**The clock network**

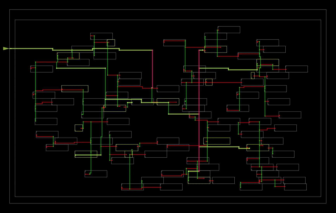
**Signal wires by layer**

Only two layers are drawn.
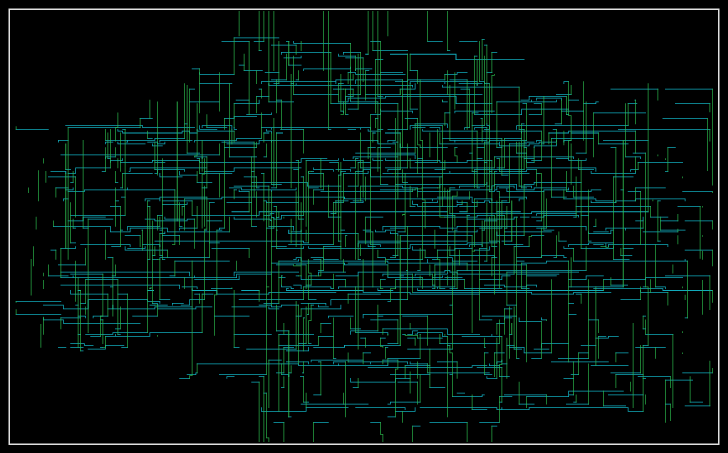
**Logic cells by family**

Scale bar: 50 µm.
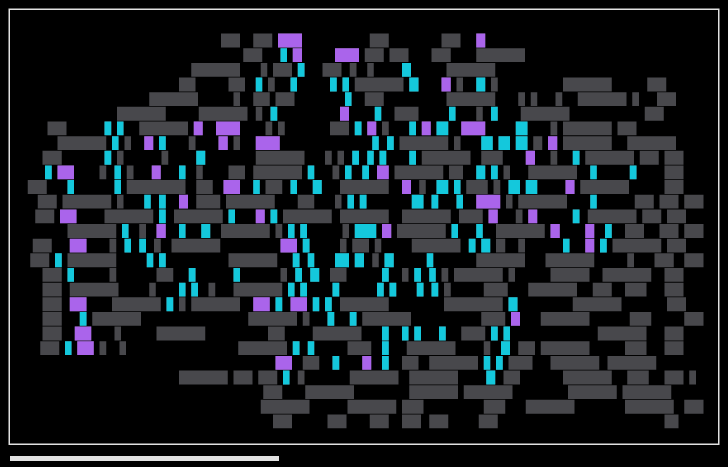
**Sequential cells grouped by signal name**

Scale bar: 50 µm. Other sequential cells in the stronger grey, the rest of the logic in the fainter grey.
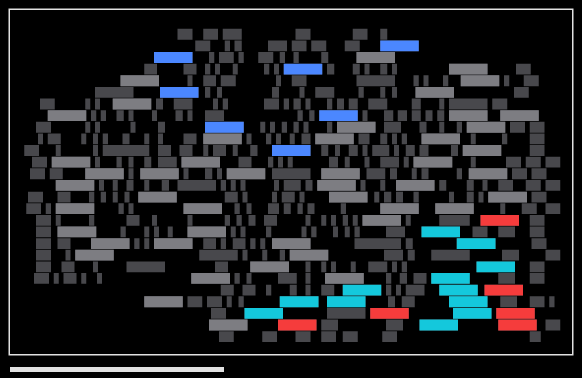
**I/O pins on the die edge**

Pins as bars across the die edge, other pins in grey.
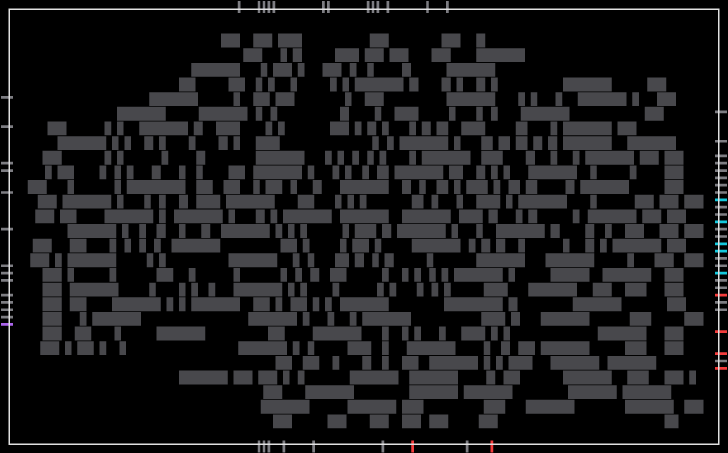
File: config.mk
export PLATFORM = sky130hd
export DESIGN_NAME = pu_ctrl
export DESIGN_NICKNAME = d
export VERILOG_FILES = /design/src/rtl/pu_ctrl.sv
export SDC_FILE = /design/constraint.sdc
export NUM_CORES = 1
export LEC_CHECK = 0
export ABC_AREA = 1
export CAP_MARGIN = 20
export CELL_PAD_IN_SITES_DETAIL_PLACEMENT = 1
export CELL_PAD_IN_SITES_GLOBAL_PLACEMENT = 2
export CORE_ASPECT_RATIO = 0.6
export CORE_MARGIN = 2
export CORE_UTILIZATION = 34
export DETAILED_ROUTE_END_ITERATION = 12
export GPL_ROUTABILITY_DRIVEN = 1
export PLACE_DENSITY = 0.95
export SLEW_MARGIN = 20
export SYNTH_ARGS = -nofsm -noshare
export SYNTH_HDL_FRONTEND = slang
export SYNTH_SLANG_ARGS = --single-unit
File: constraint.sdc
create_clock -name clk -period 5.2 [get_ports clk]
set_input_delay 0.52 -clock clk [delete_from_list [all_inputs] [get_ports clk]]
set_output_delay 0.52 -clock clk [all_outputs]
set_load 0.005 [all_outputs]
File: src/rtl/pu_ctrl.sv
// Processing-unit sequencer: walks passes x outputs, drives MAC/cache/rmem controls.
// Optional stall counter output enabled by defining PU_CTRL_STALL_CNT_EN.
module pu_ctrl #(
    parameter int WADDR_WIDTH = 7,
    parameter int RADDR_WIDTH = 6,
    parameter int WB_LAT      = 2
) (
    input  logic                   clk,
    input  logic                   rst,
    input  logic                   cfg_start,
    input  logic [4:0]             cfg_num_pass_m1,
    input  logic [4:0]             cfg_num_out_m1,
    input  logic [WADDR_WIDTH-1:0] cfg_w_base,
    input  logic [RADDR_WIDTH-1:0] cfg_r_base,
    input  logic                   cfg_bias_en,
    input  logic                   cfg_relu,
    output logic                   busy,
    output logic                   done,
    input  logic                   data_valid,
    output logic                   data_ready,
    output logic [WADDR_WIDTH-1:0] pu_w_rd_addr,
    output logic                   pu_mac_valid,
    output logic                   pu_cache_clear,
    output logic [4:0]             pu_cache_rd_addr,
    output logic [4:0]             pu_cache_wr_addr,
    output logic [2:0]             pu_bias_addr,
    output logic                   pu_add_bias,
    output logic                   pu_relu,
    output logic                   pu_done,
    output logic                   pu_r_wr_en,
    output logic [RADDR_WIDTH-1:0] pu_r_wr_addr
`ifdef PU_CTRL_STALL_CNT_EN
    ,
    output logic [15:0]            stall_cnt
`endif
);

    typedef enum logic [2:0] {
        S_IDLE  = 3'd0,
        S_CLEAR = 3'd1,
        S_RUN   = 3'd2,
        S_DRAIN = 3'd3,
        S_DONE  = 3'd4
    } state_t;

    state_t                 state_r;
    logic [4:0]             pass_m1_r;
    logic [4:0]             out_m1_r;
    logic [RADDR_WIDTH-1:0] r_base_r;
    logic                   bias_en_r;
    logic                   relu_r;
    logic [4:0]             p_cnt_r;
    logic [4:0]             o_cnt_r;

    logic [WB_LAT-1:0]      wb_v_r;
    logic [RADDR_WIDTH-1:0] wb_a_r [WB_LAT];

    logic                   fire_s;
    logic                   last_pass_s;
    logic                   last_out_s;
    logic                   last_beat_s;
    logic                   wb_push_s;
    logic                   wb_pending_s;
    logic [RADDR_WIDTH-1:0] wb_addr_s;

    // Beat handshake and loop-position decode.
    always_comb begin
        fire_s       = data_valid && data_ready;
        last_pass_s  = (p_cnt_r == pass_m1_r);
        last_out_s   = (o_cnt_r == out_m1_r);
        last_beat_s  = last_pass_s && last_out_s;
        wb_push_s    = fire_s && last_pass_s;
        wb_pending_s = |wb_v_r;
        wb_addr_s    = r_base_r + RADDR_WIDTH'(o_cnt_r);
    end

    // Command FSM: config latch, loop counters, weight address, handshake outputs.
    always_ff @(posedge clk or posedge rst) begin
        if (rst) begin
            state_r        <= S_IDLE;
            busy           <= 1'b0;
            done           <= 1'b0;
            data_ready     <= 1'b0;
            pu_cache_clear <= 1'b0;
            pu_w_rd_addr   <= {WADDR_WIDTH{1'b0}};
            pass_m1_r      <= 5'd0;
            out_m1_r       <= 5'd0;
            r_base_r       <= {RADDR_WIDTH{1'b0}};
            bias_en_r      <= 1'b0;
            relu_r         <= 1'b0;
            p_cnt_r        <= 5'd0;
            o_cnt_r        <= 5'd0;
        end else begin
            done           <= 1'b0;
            pu_cache_clear <= 1'b0;
            case (state_r)
                S_IDLE: begin
                    if (cfg_start) begin
                        state_r        <= S_CLEAR;
                        busy           <= 1'b1;
                        pu_cache_clear <= 1'b1;
                        pass_m1_r      <= cfg_num_pass_m1;
                        out_m1_r       <= cfg_num_out_m1;
                        r_base_r       <= cfg_r_base;
                        bias_en_r      <= cfg_bias_en;
                        relu_r         <= cfg_relu;
                        pu_w_rd_addr   <= cfg_w_base;
                        p_cnt_r        <= 5'd0;
                        o_cnt_r        <= 5'd0;
                    end
                end
                S_CLEAR: begin
                    state_r    <= S_RUN;
                    data_ready <= 1'b1;
                end
                S_RUN: begin
                    if (fire_s) begin
                        pu_w_rd_addr <= pu_w_rd_addr + {{(WADDR_WIDTH-1){1'b0}}, 1'b1};
                        if (last_out_s) begin
                            o_cnt_r <= 5'd0;
                            p_cnt_r <= p_cnt_r + 5'd1;
                        end else begin
                            o_cnt_r <= o_cnt_r + 5'd1;
                        end
                        if (last_beat_s) begin
                            state_r    <= S_DRAIN;
                            data_ready <= 1'b0;
                        end
                    end
                end
                S_DRAIN: begin
                    if (!wb_pending_s) begin
                        state_r <= S_DONE;
                        done    <= 1'b1;
                    end
                end
                S_DONE: begin
                    state_r <= S_IDLE;
                    busy    <= 1'b0;
                end
                default: begin
                    state_r    <= S_IDLE;
                    busy       <= 1'b0;
                    data_ready <= 1'b0;
                end
            endcase
        end
    end

    // Per-beat MAC controls, registered to line up with the synchronous weight read.
    always_ff @(posedge clk or posedge rst) begin
        if (rst) begin
            pu_mac_valid     <= 1'b0;
            pu_done          <= 1'b0;
            pu_add_bias      <= 1'b0;
            pu_relu          <= 1'b0;
            pu_cache_rd_addr <= 5'd0;
            pu_cache_wr_addr <= 5'd0;
            pu_bias_addr     <= 3'd0;
        end else begin
            pu_mac_valid <= fire_s;
            pu_done      <= wb_push_s;
            pu_add_bias  <= wb_push_s && bias_en_r;
            pu_relu      <= wb_push_s && relu_r;
            if (fire_s) begin
                pu_cache_rd_addr <= o_cnt_r;
                pu_cache_wr_addr <= o_cnt_r;
                pu_bias_addr     <= o_cnt_r[2:0];
            end
        end
    end

    // Write-back delay line; final output register holds the address between writes.
    always_ff @(posedge clk or posedge rst) begin
        if (rst) begin
            wb_v_r       <= {WB_LAT{1'b0}};
            for (int i = 0; i < WB_LAT; i++) begin
                wb_a_r[i] <= {RADDR_WIDTH{1'b0}};
            end
            pu_r_wr_en   <= 1'b0;
            pu_r_wr_addr <= {RADDR_WIDTH{1'b0}};
        end else begin
            wb_v_r[0] <= wb_push_s;
            wb_a_r[0] <= wb_addr_s;
            for (int i = 1; i < WB_LAT; i++) begin
                wb_v_r[i] <= wb_v_r[i-1];
                wb_a_r[i] <= wb_a_r[i-1];
            end
            pu_r_wr_en <= wb_v_r[WB_LAT-1];
            if (wb_v_r[WB_LAT-1]) begin
                pu_r_wr_addr <= wb_a_r[WB_LAT-1];
            end
        end
    end

`ifdef PU_CTRL_STALL_CNT_EN
    // Saturating count of RUN cycles where the feeder had nothing to offer.
    always_ff @(posedge clk or posedge rst) begin
        if (rst) begin
            stall_cnt <= 16'd0;
        end else if ((state_r == S_IDLE) && cfg_start) begin
            stall_cnt <= 16'd0;
        end else if ((state_r == S_RUN) && !data_valid && (stall_cnt != 16'hFFFF)) begin
            stall_cnt <= stall_cnt + 16'd1;
        end
    end
`endif

endmodule

==> results.toml <==
# generated from flow reports
[synthesis]
synth_area_um2 = 3313
fa_ha_area_frac = 0.03625
mux_share = 0.02039
aoi_share = 0.09139
synth_cell_types = 28
ys_seq_share = 0.5363
xor_area_frac = 0.03172
syn_avg_cell_area_um2 = 9.333
yosys_area_um2 = 3313
top_area_cell = "dfrtp_1"
simple_gate_area_frac = 0.1986
common_cells = "nand2_1 (107), dfrtp_1 (71), inv_1 (36), nor2_1 (21), o21ai_0 (19)"
netlist_logic_family_top = "simple AND/OR/NAND/NOR gates"
synthArstFlopShare = 1.000
synth_top_area_share = 0.5363
ys.flops = 71
yosys_cells = 355
flop_cell = "dfrtp_1"
edf_count = 0
synth_cells = 355

[clock_tree]
cts_setup_buffers = 0
path_clk_slew_ps = 60
ctsHoldBuffers = 0
root_buffer = "clkbuf_16"
cts_tree = "built"
post_cts_resized = 0

[timing]
period_used_share = 0.5149
rsz0062_at_grt = "false"
slew-limit-headroom = 0.4057
fin_hold_ws_ps = 343.9
drv_slew = 0
tightestPinTransition_ps = 891.5
setup_slack_ps = 2523
fmax_ghz = 0.3735
fin_skew_ps = 7.060
setup_viol = 0
hold_violations = 0
min_period_ps = 2677

[layout]
comb_share = 0.2910
dominant_cells = "flip-flops and latches"
logic_area_um2 = 1254
top_regs = "wb_a_r x12, pu_w_rd_addr x7"
antenna_cells = 0
largest_reg_flops = 12
n_all_buffers = 64
flops = 71
seq_area_um2 = 1777
inv_count = 41
largest_register = "wb_a_r"
fillers = 1068
lay_top_count = "nand2_1"
nonClkBufAreaFrac = 0.1481
fin_area_um2 = 4308
seq-cell-share = 0.4124

[drt]
drtAntennaViolNets = 0
via_per_inst = 4.645
drtIter0Drc = 111

[worst_setup_path]
critPathSlowestCell = "inv_2"
crit_start = "data_valid"
slowest_delay_ps = 500
cp.arrival_ps = 2940
crit_family = "simple AND/OR/NAND/NOR gates"
critPathKind = "input port to register"
r2r_cells = 9
cp_max_fo = 30
worstSetupStartpointType = "input port"
rrSetupSlack_ps = 2770
path_cells = "clkdlybuf4s50_1 > nand2_1 > nand2_2 > nand2_2 > nor2_4 > nand2_4 > inv_2 > nand2_1 > o21ai_2"
critPathCaptureType = "register"
r2r_start = "state_r[1]$_DFFE_PP0P_"
cp.depth = 9

[hold_path]
min_path_type = "register to register"
holdCritStartpoint = "wb_a_r[11]$_DFF_PP0_"
min_path_cells = 0

[die]
core_um2 = 9324
fp_util = 0.3553
die_y_um = 80.47
nWellTaps = 130
ioPinCount = 64
chipWidth_um = 131.4
num_rows = 27

[placed_design]
place_congestion = 0.8160
pre_cts_slack_ps = 2190
dp.cells = 533

[global_routing]
grt_pass1_wl_um = 13740
grt_overflow = 0
grt_pass1_vias = 2714

[power]
power.total_mw = 2.252
power_density_nw_per_um2 = 522.8
cellLeakagePower_nw = 2.080

[job]
max_cap_viol_count = 0

[outcome]
status = "completed"
## Picture notes: 'the clock network'
Power Clock: 0.670 mW
CTS sink count: 71
Latency at later pin: 340 ps
TritonCTS buffer count: 9
clk_buf instances: 10

## Picture notes: 'signal wires by layer'
metal 1 -> cyan  # wire length 4200 µm
metal 2 -> green  # wire length 3460 µm
drt total wl: 8161 µm
routed len/inst: 14.87 µm
Total GRT Usage: 0.1720
vias: 2550

## Picture notes: 'logic cells by family'
aoi and oai cells -> purple  # cells 43, most used o21ai_0
nand cells -> cyan  # cells 132, most used nand2_1

## Picture notes: 'sequential cells grouped by signal name'
wb_a_r -> cyan  # placed flops 12, where bottom right
pu_r_wr_addr -> red  # placed flops 6, where bottom right
pu_w_rd_addr -> blue  # placed flops 7, where top middle
not coloured = 46

## Picture notes: 'I/O pins on the die edge'
pu_cache_wr_addr -> cyan  # pins 5, direction output, edge right
cfg_relu -> purple  # pins 1, direction input, edge left
pu_r_wr_addr -> red  # pins 6, direction output, edge 4 right, 2 bottom
all pins by edge = 28 right, 14 left, 13 top, 9 bottom

power by group:
| part | switching, mW | internal (mW) | total [mW] |
|---|---|---|---|
| Sequential | 0.139 | 0.733 | 0.872 |
| Clock | 0.247 | 0.423 | 0.670 |
| Combinational | 0.355 | 0.356 | 0.710 |
| Total | 0.741 | 1.51 | 2.25 |
metal layers:
layer / wire, µm / share of wire / vias up / track usage
met5: 0 / 0 / - / 0
met4: 65 / 0.0080 / 0 / 0.05543
met3: 429 / 0.053 / 7 / 0.06250
met2: 3463 / 0.42 / 61 / 0.2634
met1: 4202 / 0.51 / 1250 / 0.2275
li1: - / - / 1232 / -
Power figures rest on the tool's default switching activity, not on a simulated workload.
